`src/rtl/led_pkg.sv`:
```
// Shared constants for the LED PWM driver: config addresses, reset values
// and the blink FSM state encoding (the codes are visible through STATUS).
package led_pkg;

    localparam logic [1:0] ADDR_DUTY   = 2'd0;
    localparam logic [1:0] ADDR_PERIOD = 2'd1;
    localparam logic [1:0] ADDR_MODE   = 2'd2;
    localparam logic [1:0] ADDR_STATUS = 2'd3;

    localparam int MODE_BLINK_BIT = 0;

    localparam logic [7:0] DUTY_RST   = 8'hFF;
    localparam logic [7:0] PERIOD_RST = 8'h00;

    typedef enum logic [1:0] {
        ST_SOLID     = 2'd0,
        ST_BLINK_ON  = 2'd1,
        ST_BLINK_OFF = 2'd2
    } blink_state_t;

endpackage

```
`src/rtl/led_tick_gen.sv`:
```
// Free-running prescaler: counts 0..PRESCALE-1 and raises o_tick for the
// single cycle in which the count sits at its last value.
module led_tick_gen #(
    parameter int PRESCALE = 1000
) (
    input  logic i_clk,
    input  logic i_nreset,
    output logic o_tick
);

    localparam int             CW   = $clog2(PRESCALE);
    localparam logic [CW-1:0]  LAST = CW'(PRESCALE - 1);

    logic [CW-1:0] r_cnt;

    // Prescale counter, wraps to zero after the tick cycle.
    always_ff @(posedge i_clk or negedge i_nreset) begin
        if (!i_nreset) begin
            r_cnt <= '0;
        end else if (r_cnt == LAST) begin
            r_cnt <= '0;
        end else begin
            r_cnt <= r_cnt + 1'b1;
        end
    end

    assign o_tick = (r_cnt == LAST);

endmodule

```
`src/rtl/led_pwm_driver.sv`:
```
// Drives the board LED pins from the LED register pattern, adding global
// PWM dimming, optional blinking and pin polarity. Small config port with
// DUTY / PERIOD / MODE / STATUS registers.
// Config handshake: cfg_wr_en and cfg_rd_en are single-cycle strobes with
// no back-pressure; a write lands on the strobe edge, a read captures the
// pre-edge value of the addressed register into cfg_data_out on the strobe
// edge and cfg_data_out holds until the next read.
module led_pwm_driver
    import led_pkg::*;
#(
    parameter int PRESCALE   = 1000,
    parameter bit ACTIVE_LOW = 1'b1
) (
    input  logic       clk,
    input  logic       nreset,
    input  logic [7:0] led_in,
    input  logic       cfg_wr_en,
    input  logic       cfg_rd_en,
    input  logic [1:0] cfg_addr,
    input  logic [7:0] cfg_data_in,
    output logic [7:0] cfg_data_out,
    output logic [7:0] led_out
);

    localparam logic [7:0] LED_DARK = ACTIVE_LOW ? 8'hFF : 8'h00;

    logic [7:0]   r_duty;
    logic [7:0]   r_period;
    logic         r_mode_blink;
    logic [7:0]   r_pwm_cnt;
    logic [7:0]   r_blink_cnt;
    blink_state_t r_state;
    logic [7:0]   r_cfg_data_out;
    logic [7:0]   r_led_out;

    logic         w_tick;
    logic         w_wr_period;
    logic         w_pwm_on;
    logic         w_phase_on;
    logic [7:0]   w_lit;
    logic [7:0]   w_rd_val;

    led_tick_gen #(
        .PRESCALE (PRESCALE)
    ) u_tick_gen (
        .i_clk    (clk),
        .i_nreset (nreset),
        .o_tick   (w_tick)
    );

    assign w_wr_period = cfg_wr_en && (cfg_addr == ADDR_PERIOD);

    // Config register writes; STATUS is read-only so addr3 writes fall through.
    always_ff @(posedge clk or negedge nreset) begin
        if (!nreset) begin
            r_duty       <= DUTY_RST;
            r_period     <= PERIOD_RST;
            r_mode_blink <= 1'b0;
        end else if (cfg_wr_en) begin
            case (cfg_addr)
                ADDR_DUTY:   r_duty       <= cfg_data_in;
                ADDR_PERIOD: r_period     <= cfg_data_in;
                ADDR_MODE:   r_mode_blink <= cfg_data_in[MODE_BLINK_BIT];
                default:     ;
            endcase
        end
    end

    // Read mux over current (pre-write) register contents.
    always_comb begin
        w_rd_val = 8'h00;
        case (cfg_addr)
            ADDR_DUTY:   w_rd_val = r_duty;
            ADDR_PERIOD: w_rd_val = r_period;
            ADDR_MODE:   w_rd_val = {7'b0, r_mode_blink};
            ADDR_STATUS: w_rd_val = {6'b0, r_state};
            default:     w_rd_val = 8'h00;
        endcase
    end

    // Registered read data, held between read strobes.
    always_ff @(posedge clk or negedge nreset) begin
        if (!nreset) begin
            r_cfg_data_out <= 8'h00;
        end else if (cfg_rd_en) begin
            r_cfg_data_out <= w_rd_val;
        end
    end

    // Free-running PWM ramp, wraps 255 -> 0.
    always_ff @(posedge clk or negedge nreset) begin
        if (!nreset) begin
            r_pwm_cnt <= 8'h00;
        end else begin
            r_pwm_cnt <= r_pwm_cnt + 8'd1;
        end
    end

    // Blink FSM: leaving blink mode wins, then entry, then PERIOD rewrite,
    // then tick-driven counting. PERIOD=0 never matches so the phase freezes.
    always_ff @(posedge clk or negedge nreset) begin
        if (!nreset) begin
            r_state     <= ST_SOLID;
            r_blink_cnt <= 8'h00;
        end else if (!r_mode_blink) begin
            r_state     <= ST_SOLID;
            r_blink_cnt <= 8'h00;
        end else begin
            case (r_state)
                ST_SOLID: begin
                    r_state     <= ST_BLINK_ON;
                    r_blink_cnt <= 8'h00;
                end
                ST_BLINK_ON, ST_BLINK_OFF: begin
                    if (w_wr_period) begin
                        r_blink_cnt <= 8'h00;
                    end else if (w_tick) begin
                        if ((r_period != 8'h00) && (r_blink_cnt == r_period - 8'd1)) begin
                            r_state     <= (r_state == ST_BLINK_ON) ? ST_BLINK_OFF : ST_BLINK_ON;
                            r_blink_cnt <= 8'h00;
                        end else begin
                            r_blink_cnt <= r_blink_cnt + 8'd1;
                        end
                    end
                end
                default: begin
                    r_state     <= ST_SOLID;
                    r_blink_cnt <= 8'h00;
                end
            endcase
        end
    end

    assign w_pwm_on   = (r_duty == 8'hFF) || (r_pwm_cnt < r_duty);
    assign w_phase_on = (r_state != ST_BLINK_OFF);
    assign w_lit      = led_in & {8{w_pwm_on & w_phase_on}};

    // Output pins with polarity applied; reset forces them dark immediately.
    always_ff @(posedge clk or negedge nreset) begin
        if (!nreset) begin
            r_led_out <= LED_DARK;
        end else begin
            r_led_out <= ACTIVE_LOW ? ~w_lit : w_lit;
        end
    end

    assign led_out      = r_led_out;
    assign cfg_data_out = r_cfg_data_out;

endmodule

```
`config.mk`:
```
export PLATFORM = sky130hd
export DESIGN_NAME = led_pwm_driver
export DESIGN_NICKNAME = d
export VERILOG_FILES = /design/src/rtl/led_pkg.sv /design/src/rtl/led_tick_gen.sv /design/src/rtl/led_pwm_driver.sv
export SDC_FILE = /design/constraint.sdc
export NUM_CORES = 1
export LEC_CHECK = 0
export CELL_PAD_IN_SITES_DETAIL_PLACEMENT = 0
export CELL_PAD_IN_SITES_GLOBAL_PLACEMENT = 1
export CORE_UTILIZATION = 41
export CTS_BUF_LIST = sky130_fd_sc_hd__clkbuf_4 sky130_fd_sc_hd__clkbuf_8
export DETAILED_ROUTE_END_ITERATION = 8
export PLACE_DENSITY_LB_ADDON = 0.1
export SYNTH_ARGS = -nofsm -noshare
export SYNTH_HDL_FRONTEND = slang
export SYNTH_SLANG_ARGS = --single-unit
```
`constraint.sdc`:
```
create_clock -name clk -period 1.89 [get_ports clk]
set_input_delay 0.567 -clock clk [delete_from_list [all_inputs] [get_ports clk]]
set_output_delay 0.567 -clock clk [all_outputs]
set_load 0.01 [all_outputs]
```
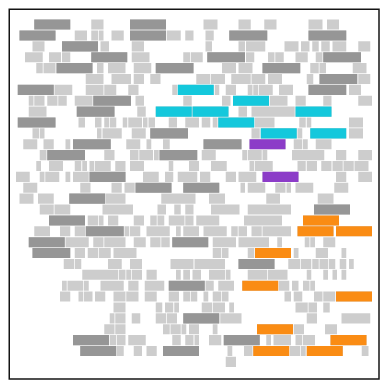
run_1/flops_by_reg.png
Scale: 4 px per um.
Cyan stands for cfg_data_out, sequential cells 8. Purple stands for r_state, sequential cells 2. Orange stands for u_tick_gen.r_cnt, sequential cells 10, where south-east.
Another 41 sequential cells are not coloured.
fraction of area in registers: 35.0%
Util after Layout: 57.0%
seq pwr: 1.65 mW
register area: 1550 um^2

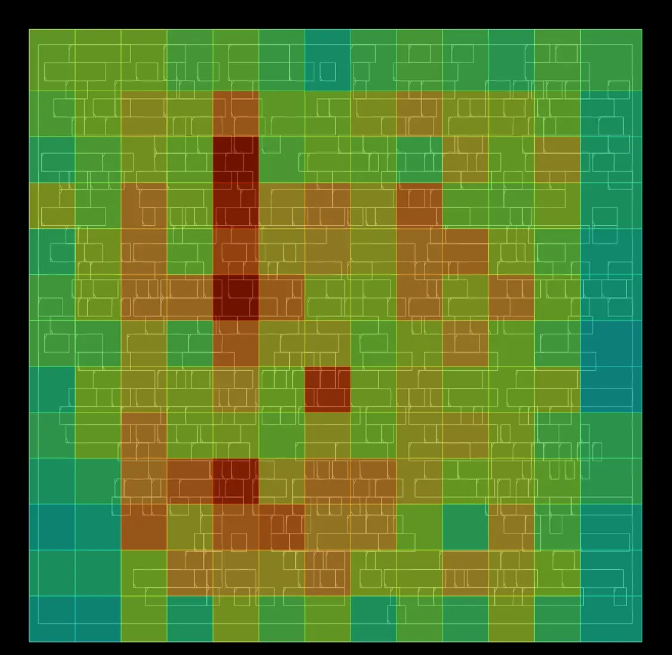
run_1/congestion.png
M3 GR Usage: 4.48%
Tot GR Track Use: 19.5%
met1 Track Usage GR: 28.2%
M2 GR Usage: 28.7%

==> notes.md, run 1 <==
flow finished, numbers: status=finished with violations, failing checks=negative setup slack, initial DRC count=130, clk slew on worst S/H paths=around 0.070 ns, # clk buffers=10, origin of the critical flop-to-flop path=r_period[2], CTS Sinks=about 60, nets@finish=~430, first-pass GRT wire length=around 13 mm, DR DRC count=0, Slew headroom=between 60% and 70%, Async S/R FF share, synth=100%, Post-DRT Antenna Nets=0, aggregate global routing overflow=0, slowest CP cell=dfrtp_2, Startpoint Class=flip-flop, Critical path origin=r_period[2], number of global-route vias before repair=2609, switching pwr=roughly 1.3 mW, clock power share=about a third, drt total wl=roughly 7.4 mm, switch share=between 30% and 40%, pin count of the biggest net entering global routing=28, synthesized area=around 3300 um^2, crit-path max FO=6, PD cells=~940 nW/um^2, worst-case reg-to-reg path depth=7, most frequent cells in the layout=43 x dfrtp_1, 36 x buf_4, 28 x clkdlybuf4s50_1, 23 x nand2_1, 19 x inv_1, Sequential Power Share=between 30% and 40%, setup ws final=-0.136 ns, area of the core=a little under 8000 um^2, Synth Register Bits=between 60 and 70, Crit Path Category=flip-flop to flip-flop, Yosys Chip Area=around 3300 um^2, EDFF count, synth=0, Vias=2633, HPWL Detailed=roughly 5.5 mm, Max stage delay on crit path=between 0.4 and 0.5 ns, sequential-to-total area share from yosys stat=46.5%, Final Skew=approximately 0.012 ns, Cells after Synth=318, ClkCell Share=between 5 and 6%, Least-Margin Pin Slew=~0.48 ns, combinational gate area=1740 um^2, Post-CTS Setup Repair Bufs=1, Net Count, Synth=~360, Static Leakage=about 1.9 nW, top_reg_cell synth=dfrtp_1, comb pwr=1.20 mW, crit path buf inv count=1, proportion of layout cells with a drive suffix above 1=between 20% and 30%, hold crit path type=input pin to async pin, Final setup viols=8, Levels on crit path=7, Ys Warns=0, logic gate fraction of the total cell area=39.3%, final period utilization=107%, top sig layer=met4, M1 WL=3.75 mm, Worst-Skew Late Latency=0.34 ns, # Cells Yosys=318, NonClk Buf Share=roughly 16%, Critical Path AT=approximately 2.3 ns, worst path cell trace=nor4_4 > nor4b_4 > a32o_2 > a21oi_4 > buf_12 > o311ai_4 > mux2i_1, max_cap viols=0, count of non-CTS buffers in the layout=78, WL met2=between 3 and 4 mm, initial antenna violation count=0, Met3 Routed Length=approximately 270 um, FP Core Util=~43%, Final Hold Vio Count=0, min Tclk post-route=2.03 ns, cell family with most CP delay=simple AND/OR/NAND/NOR gates, Cell Rows=32, number of I/O pins=38, seq_cells=approximately 61, post-CTS sizing=20, clk buf depth=2, VDD IR max=around 0.43 mV, layout inverter count without the clock tree=21, Port Buffers=37, area grow syn2layout=33.2%, most numerous logic cell after layout=dfrtp_1, unrepaired setup endpoints after global routing=true, DR pass1 iterations=4, # Taps=around 100, Die H=92.0 um, reg2reg end=r_state[0], H-Tree Depth=3
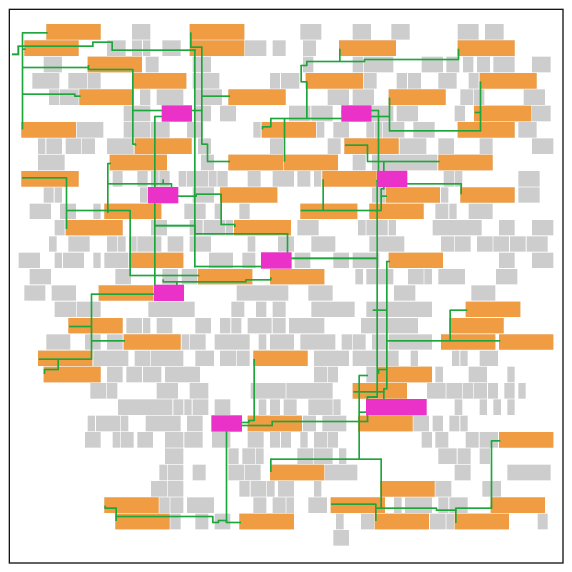
run_1/clk_routes.png
Scale: 6 px per um.
Orange stands for flip-flops, count 61. Magenta stands for clock drivers, count 9. Green stands for clock wires, length 893 um.
There are 10 routed clock nets. Position of the flops: widely spread.

## run 1: per-stage QoR
stage	instance area (um^2)	instances	hold slack (ns)	setup TNS, ns
global route	4430	500	0.188	-1.80
floorplan	3350	318	0.271	-0.398
finish	4430	500	0.173	-0.661
global placement	4080	482	0.468	-3.52
CTS	4350	499	0.174	-0.795
detailed placement	4080	482	0.474	-3.86
## run 1: cell usage after synthesis (all sizes together) (2+ instances only)
cell type	instances	area, um^2
and3	11	68.8
o21ai	26	134
clkbuf	5	20.0
nor3b	4	30.0
dfstp	16	420
buf	9	67.6
o2111ai	2	17.5
nor2	16	60.1
and2	2	12.5
a211oi	2	15.0
a21o	2	15.0
nand3b	3	22.5
dfrtp	45	1130
xor2	8	70.1
nand4b	2	17.5
o21a	2	15.0
nor2b	9	56.3
o31ai	3	27.5
mux2i	9	90.1
mux2	11	124
a21oi	4	20.0
nand4	4	25.0
nor3	4	20.0
nand2b	8	50.1
inv	21	78.8
o311ai	5	61.3
xnor2	11	96.3
o22ai	7	43.8
ha	16	200
o211ai	6	50.1
nand3	11	55.1
nand2	23	86.3
## run 1: state kept, by name, summed over array words and instances, names as in the netlist
| signal | count |
|---|---|
| r_mode_blink | 1 |
| led_out | 8 |
| r_duty | 8 |
| r_pwm_cnt | 8 |
| cfg_data_out | 8 |
| u_tick_gen.r_cnt | 10 |
| r_state | 2 |
| r_period | 8 |
| r_blink_cnt | 8 |
## run 1: cell families after synthesis
family                     after synthesis  synth area share [%]
muxes                                   21                  7.11
and+or+nand+nor                        102                  16.9
adders and majority gates               16                  6.02
xor gates and xnor gates                19                  5.01
DFF                                     61                  46.5
buffers and inverters                   35                  5.01
AOI/OAI and AO/OA                       64                  13.4
run_1/power_grid.png
Scale: 4 px per um. Pins as bars on the die edge.
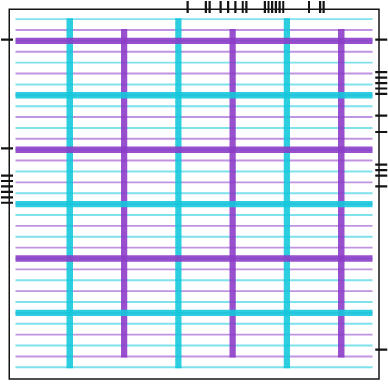

==> run 2, diff against run 1 <==
Settings changed: ABC_CLOCK_PERIOD_IN_PS from default to 1890, CORE_MARGIN from default to 4.
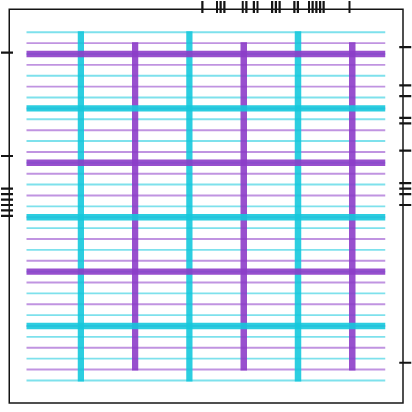
run_2/power_grid.png
Scale: 4 px per um. Pins as bars on the die edge.
Cyan stands for VSS. Purple stands for VDD.
33 met1 rails follow the rows. The core has 32 rows. 38 signal pins sit on the boundary. 6 straps on met5.
Die H: 98.0 um
die x size: 98.0 um
area of the core: 7810 um^2
VDD IR max: 0.386 mV

==> run 2 against run 1 <==
  * The run still ends with negative setup slack left
  * Non-clock buffer count is 5 higher
  * Clock skew increased by 0.0021 ns
  * Sequential share of layout area decreased by 0.16 points
  * Synthesized cell count unchanged
  * Core utilization about the same
  * Power fell by 2.3%
  * Cell area rose by 0.45%
  * Routed wire length increased by 1.4%
  * First-iteration DRC count fell by 19%
  * Combinational power grew 3%
  * Register-to-register slack got worse by 0.04 ns
  * Clock-buffer cell count rose by 1
  * Critical path type unchanged
  * Largest cell class unchanged
  * Highest routed layer unchanged
==> notes.md, run 2 <==
flow finished, numbers: status=finished with violations (unchanged), failing checks=negative setup slack (unchanged), final period utilization=109% (was 107%), clk slew on worst S/H paths=0.08 ns (was 0.07 ns), Crit Path Category=flip-flop to flip-flop (unchanged), Area leader share=33.9% (unchanged), synthesized area=3320 um^2 (unchanged), nets@finish=436 (was 431), Mux area share=7.11% (unchanged), Reg with most FFs=u_tick_gen.r_cnt (unchanged), Port Buffers=37 (unchanged), TNS Setup=-0.651 ns (was -0.661 ns), max_cap viols=0 (unchanged), hold crit path type=input pin to async pin (unchanged), Cells after Synth=318 (unchanged), number of I/O pins=38 (unchanged), final hold slack=0.224 ns (was 0.173 ns), Final Hold Vio Count=0 (unchanged), number of global-route vias before repair=2637 (was 2609), Post-DRT Antenna Nets=0 (unchanged), dpl cell area=4080 um^2 (about the same), synth cell count leaders=45 x dfrtp_1, 25 x o21ai_0, 23 x nand2_1 (unchanged), most frequent cells in the layout=43 x dfrtp_1, 41 x buf_4, 28 x clkdlybuf4s50_1, 23 x nand2_1, 19 x inv_1 (was 43 x dfrtp_1, 36 x buf_4, 28 x clkdlybuf4s50_1, 23 x nand2_1, 19 x inv_1), Async S/R FF share, synth=100% (unchanged), Final Skew=0.0136 ns (was 0.0115 ns), Synth Register Bits=61 (unchanged), fin cells=505 (was 500), first-pass GRT wire length=13.1 mm (was 12.7 mm), drt total wl=7.55 mm (was 7.45 mm), setup ws final=-0.173 ns (was -0.136 ns), post-route cell area=4450 um^2 (was 4430 um^2), crit path buf inv count=2 (was 1), initial antenna violation count=0 (unchanged), FP Core Util=42.6% (was 42.8%), Cell Rows=32 (unchanged), unrepaired setup endpoints after global routing=true (unchanged), # Cells Yosys=318 (unchanged), Critical Path AT=2.32 ns (was 2.28 ns), XOR Share, Synth=5.01% (unchanged), DR DRC count=0 (unchanged), Slew headroom=72.8% (was 68.2%), Final setup viols=10 (was 8), crit-path max FO=6 (unchanged), most numerous logic cell after layout=dfrtp_1 (unchanged), Static Leakage=1.92 nW (was 1.91 nW), CTS Sinks=61 (unchanged), sequential-to-total area share from yosys stat=46.5% (unchanged), area grow syn2layout=33.8% (was 33.2%), Yosys Chip Area=3320 um^2 (unchanged), Main logic family=simple AND/OR/NAND/NOR gates (unchanged), Vias=2617 (was 2633), initial DRC count=105 (was 130), clk buf depth=2 (unchanged), Startpoint Class=flip-flop (unchanged), DR pass1 iterations=4 (unchanged)
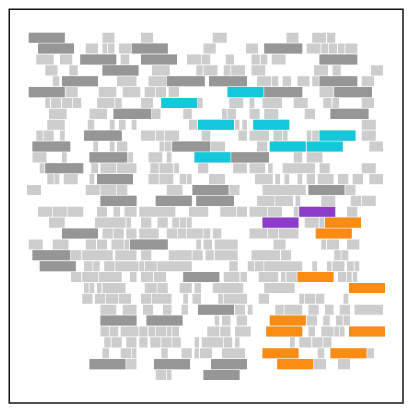
run_2/flops_by_reg.png
Scale: 4 px per um.
Purple stands for r_state, sequential cells 2. Orange stands for u_tick_gen.r_cnt, sequential cells 10, where south-east. Cyan stands for cfg_data_out, sequential cells 8.
fraction of area in registers: 34.8%
Util after Layout: 57.0%

run 2: netlist changes by cell type in the layout (fill, tap and decap cells not counted), sizes merged:
cell      before  now
clkinvlp       1    0
buf           42   47
clkbuf        10   11
clkinv         3    4
bufinv         2    1
run 2: repair_timing:
| item | CTS | global route |
|---|---|---|
| buffers inserted | 1 | 4 |
| pin swaps | 11 | 12 |
| resized | 19 | 29 |
| setup endpoints to repair | 26 | 18 |
run 2: power by group:
| part | switching [mW] | total, mW | internal [mW] | leakage, nW |
|---|---|---|---|---|
| clock | 0.541 | 1.18 | 0.643 | 0.104 |
| sequential | 0.140 | 1.65 | 1.51 | 0.736 |
| combinational | 0.591 | 1.24 | 0.654 | 1.08 |
run 2: layer usage:
| layer | wire [um] | GRT usage, % | part of all wire, % |
|---|---|---|---|
| met1 | 3670 | 23.8 | 49 |
| met2 | 3450 | 25.2 | 46 |
| met3 | 278 | 3.50 | 3.7 |
| met4 | 151 | 6.82 | 2.0 |
| met5 | 0 | 0 | 0 |
run 2: area by class of cell:
type,count,area (um^2)
clock inverters,5,61.3
fillers,701,3360
multi-input cells,222,1760
well taps,102,128
clock buffers,11,139
flip-flops and latches,61,1550
repair buffers,83,737
inverters,21,78.8
run 2: path summary, 6_finish.rpt:
check,start,endpoint,slack [ns],cells after the start
max,r_period[2],r_state[1],-0.17,8
min,nreset,u_tick_gen.r_cnt[9],0.22,2
max reg2reg,r_period[2],r_state[1],-0.17,8
min reg2reg,u_tick_gen.r_cnt[9],u_tick_gen.r_cnt[9],0.49,1
max in group asynchronous,nreset,r_duty[7],1.33,2
min in group clk,u_tick_gen.r_cnt[9],u_tick_gen.r_cnt[9],0.49,1
Power is estimated from default activity; no workload was simulated.
